Figure 1. Routing congestion.
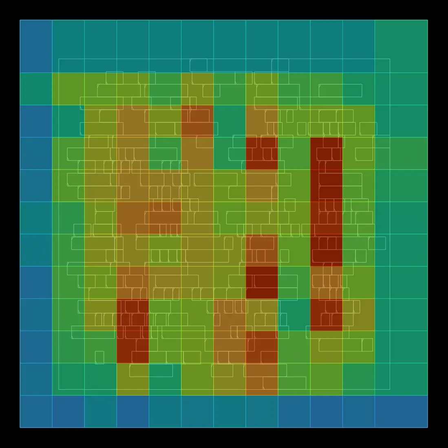
Figure 2. Met3 routing.
The bar under the picture is 20 um long. Cells faint in the background.
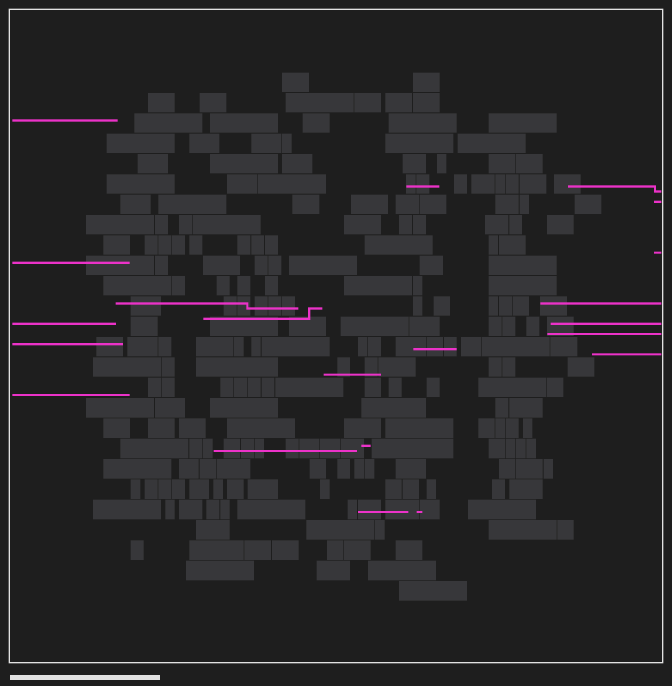
Figure 3. Clock wires, drivers and flops.
The bar under the picture is 20 um long.
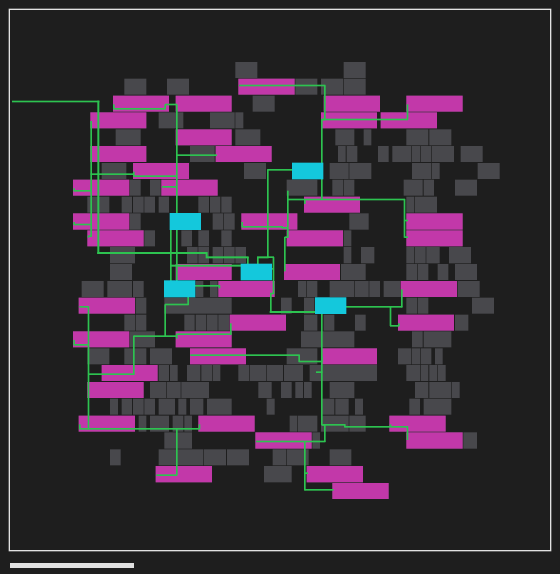
## config.mk

```make
export PLATFORM = sky130hd
export DESIGN_NAME = spi_slave_ctrl_flat
export DESIGN_NICKNAME = d
export VERILOG_FILES = /design/src/rtl/spi_pkg.sv /design/src/rtl/spi_slave_ctrl_if.sv /design/src/rtl/spi_slave_ctrl.sv /design/src/flat_wrapper.sv
export SDC_FILE = /design/constraint.sdc
export NUM_CORES = 1
export LEC_CHECK = 0
export CAP_MARGIN = 30
export CORE_MARGIN = 8
export CORE_UTILIZATION = 40
export CTS_CLUSTER_SIZE = 25
export DETAILED_ROUTE_END_ITERATION = 8
export GPL_TIMING_DRIVEN = 0
export PLACE_DENSITY_LB_ADDON = 0.1
export SYNTH_ARGS = -nofsm -noshare
export SYNTH_HDL_FRONTEND = slang
export SYNTH_SLANG_ARGS = --single-unit
```

## constraint.sdc

```tcl
create_clock -name clk -period 4 [get_ports clk]
set_input_delay 0.6 -clock clk [delete_from_list [all_inputs] [get_ports clk]]
set_output_delay 0.6 -clock clk [all_outputs]
set_load 0.03 [all_outputs]
```

## src/rtl/spi_pkg.sv

```systemverilog
// Shared SPI slave definitions: word/data widths, RAM command opcodes, FSM states.
package spi_pkg;

    localparam int WORD_W = 10;
    localparam int DATA_W = 8;

    localparam logic [1:0] WR_ADDR = 2'b00;
    localparam logic [1:0] WR_DATA = 2'b01;
    localparam logic [1:0] RD_ADDR = 2'b10;
    localparam logic [1:0] RD_DATA = 2'b11;

    typedef enum logic [2:0] {
        IDLE,
        CHK_CMD,
        WRITE,
        READ_ADD,
        READ_DATA
    } state_t;

endpackage

```

## src/rtl/spi_slave_ctrl_if.sv

```systemverilog
// SPI pins plus the RAM-side command/read-data bus of the SPI slave controller.
interface spi_slave_ctrl_if;
    import spi_pkg::*;

    logic              SS_n;
    logic              MOSI;
    logic              MISO;
    logic [WORD_W-1:0] rx_data;
    logic              rx_valid;
    logic [DATA_W-1:0] tx_data;
    logic              tx_valid;

    modport slave (
        input  SS_n, MOSI, tx_data, tx_valid,
        output MISO, rx_data, rx_valid
    );

    modport master (
        output SS_n, MOSI, tx_data, tx_valid,
        input  MISO, rx_data, rx_valid
    );

endinterface

```

## src/rtl/spi_slave_ctrl.sv

```systemverilog
// SPI slave to RAM command bridge; rx_valid pulses the cycle after the 10th word bit, MISO starts the cycle after tx_data capture.
// No backpressure: the read byte waits on tx_valid, and SS_n high aborts a frame at the next edge.
module spi_slave_ctrl
    import spi_pkg::*;
(
    input logic             clk,
    input logic             rst_n,
    spi_slave_ctrl_if.slave bus
);

    state_t            state;
    logic [3:0]        bit_cnt;
    logic [WORD_W-2:0] shift_reg;
    logic              word_done;
    logic [DATA_W-2:0] tx_shift;
    logic [2:0]        tx_cnt;
    logic              tx_busy;
    logic              tx_done;
    logic              rd_addr_done;

    logic in_word_state;
    logic word_end;
    logic tx_start;

    assign in_word_state = (state == WRITE) || (state == READ_ADD) || (state == READ_DATA);
    // A word completes only while SS_n is still low on the sampling edge of its 10th bit.
    assign word_end = !bus.SS_n && in_word_state && !word_done && (bit_cnt == 4'(WORD_W - 1));
    assign tx_start = !bus.SS_n && (state == READ_DATA) && word_done && !tx_busy && !tx_done
                      && bus.tx_valid;

    always_ff @(posedge clk or negedge rst_n) begin
        if (!rst_n) begin
            state <= IDLE;
        end else if (bus.SS_n) begin
            state <= IDLE;
        end else begin
            case (state)
                IDLE:    state <= CHK_CMD;
                CHK_CMD: state <= bus.MOSI ? (rd_addr_done ? READ_DATA : READ_ADD) : WRITE;
                default: state <= state;
            endcase
        end
    end

    always_ff @(posedge clk or negedge rst_n) begin
        if (!rst_n) begin
            bit_cnt   <= '0;
            shift_reg <= '0;
            word_done <= 1'b0;
        end else if (bus.SS_n || !in_word_state) begin
            bit_cnt   <= '0;
            shift_reg <= '0;
            word_done <= 1'b0;
        end else if (!word_done) begin
            if (bit_cnt == 4'(WORD_W - 1)) begin
                bit_cnt   <= '0;
                word_done <= 1'b1;
            end else begin
                shift_reg <= {shift_reg[WORD_W-3:0], bus.MOSI};
                bit_cnt   <= bit_cnt + 4'd1;
            end
        end
    end

    always_ff @(posedge clk or negedge rst_n) begin
        if (!rst_n) begin
            bus.rx_data  <= '0;
            bus.rx_valid <= 1'b0;
            bus.MISO     <= 1'b0;
            rd_addr_done <= 1'b0;
            tx_shift     <= '0;
            tx_cnt       <= '0;
            tx_busy      <= 1'b0;
            tx_done      <= 1'b0;
        end else begin
            bus.rx_valid <= 1'b0;
            if (word_end) begin
                bus.rx_data  <= {shift_reg, bus.MOSI};
                bus.rx_valid <= 1'b1;
                if (state == READ_ADD)
                    rd_addr_done <= 1'b1;
            end

            if (bus.SS_n) begin
                bus.MISO <= 1'b0;
                tx_cnt   <= '0;
                tx_busy  <= 1'b0;
                tx_done  <= 1'b0;
            end else if (tx_start) begin
                bus.MISO <= bus.tx_data[DATA_W-1];
                tx_shift <= bus.tx_data[DATA_W-2:0];
                tx_cnt   <= 3'(DATA_W - 1);
                tx_busy  <= 1'b1;
            end else if (tx_busy) begin
                if (tx_cnt != 3'd0) begin
                    bus.MISO <= tx_shift[DATA_W-2];
                    tx_shift <= {tx_shift[DATA_W-3:0], 1'b0};
                    tx_cnt   <= tx_cnt - 3'd1;
                end else begin
                    // Byte fully out: the read address is consumed, frame stays dead until SS_n rises.
                    bus.MISO     <= 1'b0;
                    tx_busy      <= 1'b0;
                    tx_done      <= 1'b1;
                    rd_addr_done <= 1'b0;
                end
            end
        end
    end

endmodule

```

## src/flat_wrapper.sv

```systemverilog
// flat-port wrapper written by rule: the top's interface ports become plain ports
module spi_slave_ctrl_flat import spi_pkg::*;
  (clk, rst_n, bus_SS_n, bus_MOSI, bus_tx_data, bus_tx_valid, bus_MISO, bus_rx_data, bus_rx_valid);
  spi_slave_ctrl_if bus_i ();
  input logic clk;
  input logic rst_n;
  input wire logic [$bits(bus_i.SS_n)-1:0] bus_SS_n;
  input wire logic [$bits(bus_i.MOSI)-1:0] bus_MOSI;
  input wire logic [$bits(bus_i.tx_data)-1:0] bus_tx_data;
  input wire logic [$bits(bus_i.tx_valid)-1:0] bus_tx_valid;
  output wire logic [$bits(bus_i.MISO)-1:0] bus_MISO;
  output wire logic [$bits(bus_i.rx_data)-1:0] bus_rx_data;
  output wire logic [$bits(bus_i.rx_valid)-1:0] bus_rx_valid;
  assign bus_i.SS_n = bus_SS_n;
  assign bus_i.MOSI = bus_MOSI;
  assign bus_i.tx_data = bus_tx_data;
  assign bus_i.tx_valid = bus_tx_valid;
  assign bus_MISO = bus_i.MISO;
  assign bus_rx_data = bus_i.rx_data;
  assign bus_rx_valid = bus_i.rx_valid;
  spi_slave_ctrl u_core (.clk(clk), .rst_n(rst_n), .bus(bus_i));
endmodule
```

==> run summary <==
Implementation progress

In the placement report, post-DP HPWL is listed as 3180 um. The total instance count after detailed placement stands at 286. Of the total power, combinational logic draws 0.046. The synthesis-stage register bit count stands at 42. Looking at the critical path, the highest net fanout was 7. Per the detail_route log, the uppermost layer with routed signals is met4. The clock passes through at most 2 buffers. The hold buffer count at CTS stands at 0. The register with the most flip-flops in the layout has 10 of them.

The power density over the cells stands at 352 nW/um^2. STA classifies the critical path endpoint as a flip-flop. The XOR/XNOR share of the synthesized area stands at 0. The report lists the cells along the critical path as clkdlybuf4s50_1, or4b_4, buf_6, nor3_2, a311oi_1. The shortest clock period the worst path allows after layout stands at 1.93 ns.

Among the non-sequential cells, simple AND/OR/NAND/NOR gates take the most area. For reference, the most critical setup path is categorized as in2reg. After the flow finishes, the layout carries non-filler instances totaling 294. The deepest level of the CTS H-tree stands at 2. By instance count after routing, the leading logic cell type is dfrtp_1.

The clock skew stands at 0.00225 ns. Of the cells placed in the final design, the portion with a size suffix greater than 1 is 0.129. Per the OpenROAD timing report, the critical path contains 5 cells. The synthesized netlist handed to floorplanning was reported with a cell count of 191.

The type recorded for the worst min-delay path is in2async. Pin placement for this block handled 25 I/O pins. Per the synthesis report, the dominant area consumer among library cells is dfrtp_1. The number of max-cap violations stands at 0.

In this run the tightest slew margin relative to its limit is 0.696. The dominant power group in this design is sequential cells. Setup repair after global routing left no endpoint under its margin.

Clock network power for this build is 0.410 mW. The sum of buffers and inverters on the critical path stands at 2. The area overhead of the layout relative to synthesis stands at 24.0%. The post-synth tally of flip-flops with integrated enable stands at 0.

For this configuration, the core starts out at a cell density of 0.405. Per the detail_route report, the via count comes to 1570. Dividing the final minimum period by the clock period gives 0.483. The share of synthesized area in the top cell type comes to 0.519.

Once iteration 0 of detailed routing completed, the report listed 112 DRC markers. The post-synthesis mux area share stands at 0.0654. The number of buffers inserted by port buffering stands at 24. Per the GRT congestion report, total overflow comes to 0. The run finished with clean final reports. TritonCTS built the clock tree.

The async set-reset flop share out of synthesis stands at 1.00. The number of rows in the core area stands at 26. The routed length on met3 stands at 226 um. The cell internal power dissipation stands at 0.712 mW.

The synthesis report lists the Yosys warning total as 0. Summed over all nets, wire length on met2 after detailed routing comes to 2300 um. Routability-driven placement finished with a final weighted congestion of 0.748. Clock latency on the worst-skew pair, taken at its later pin, is 0.28 ns. The standard cell core area stands at 5010 sq um. After synthesis, the design contains 191 cells according to Yosys. Setup violations remaining at the end of the flow were counted as 0. The number of nets still failing antenna checks after routing stands at 0. The met3 track demand over resource in global routing stands at 0.0368. Ranked by total cell area, the synthesized netlist is headed by dfrtp_1 52%, mux2_1 5.0%, a21oi_1 4.7%, o21ai_0 3.5%, nand3_1 3.0%. The number of different library cells in the post-synthesis netlist stands at 38.

The via count of the first global-routing pass stands at 1715.
-- Figure 1 (at the start) --
routing usage on met1: 0.145
layer with the highest usage: met2
routing usage on met2: 0.230
Tot GR Track Use: 0.131

-- Figure 2 (at the start) --
- longest straight run: 18.9 um
- nets with wire on the layer: 18
- share of all routed wire: 5.1%

-- Figure 3 (at the start) --
- flip-flops: magenta (count 42)
- clock wires: green (length 534 um)
- clock drivers: cyan (count 5)
- routed clock nets: 6

area by class of cell:
cell class	instances	area, sq um
Multi-Input combinational cell	126	867
Fill cell	469	2500
Inverter	12	45.0
Clock buffer	6	82.6
Sequential cell	42	1050
Clock inverter	2	60.1
Tap cell	70	87.6
Buffer	11	63.8
Timing Repair Buffer	25	255
stage by stage:
step	setup slack (ns)	power, mW
floorplan	2.36	0.453
global placement	1.26	0.479
detailed placement	1.76	0.482
CTS	2.05	0.896
global route	1.96	0.919
finish	2.07	0.883
worst register-to-register path: cells and delay by family, from the launching register on:
| kind | cells | cell delay (ns) |
|---|---|---|
| compound gates | 1 | 0.13 |
| fa+ha+maj | 1 | 0.26 |
| buf+inv | 1 | 0.30 |
| flops | 1 | 0.44 |
| mux | 1 | 0.35 |
| simple gates | 1 | 0.23 |
Power is estimated from default activity; no workload was simulated.
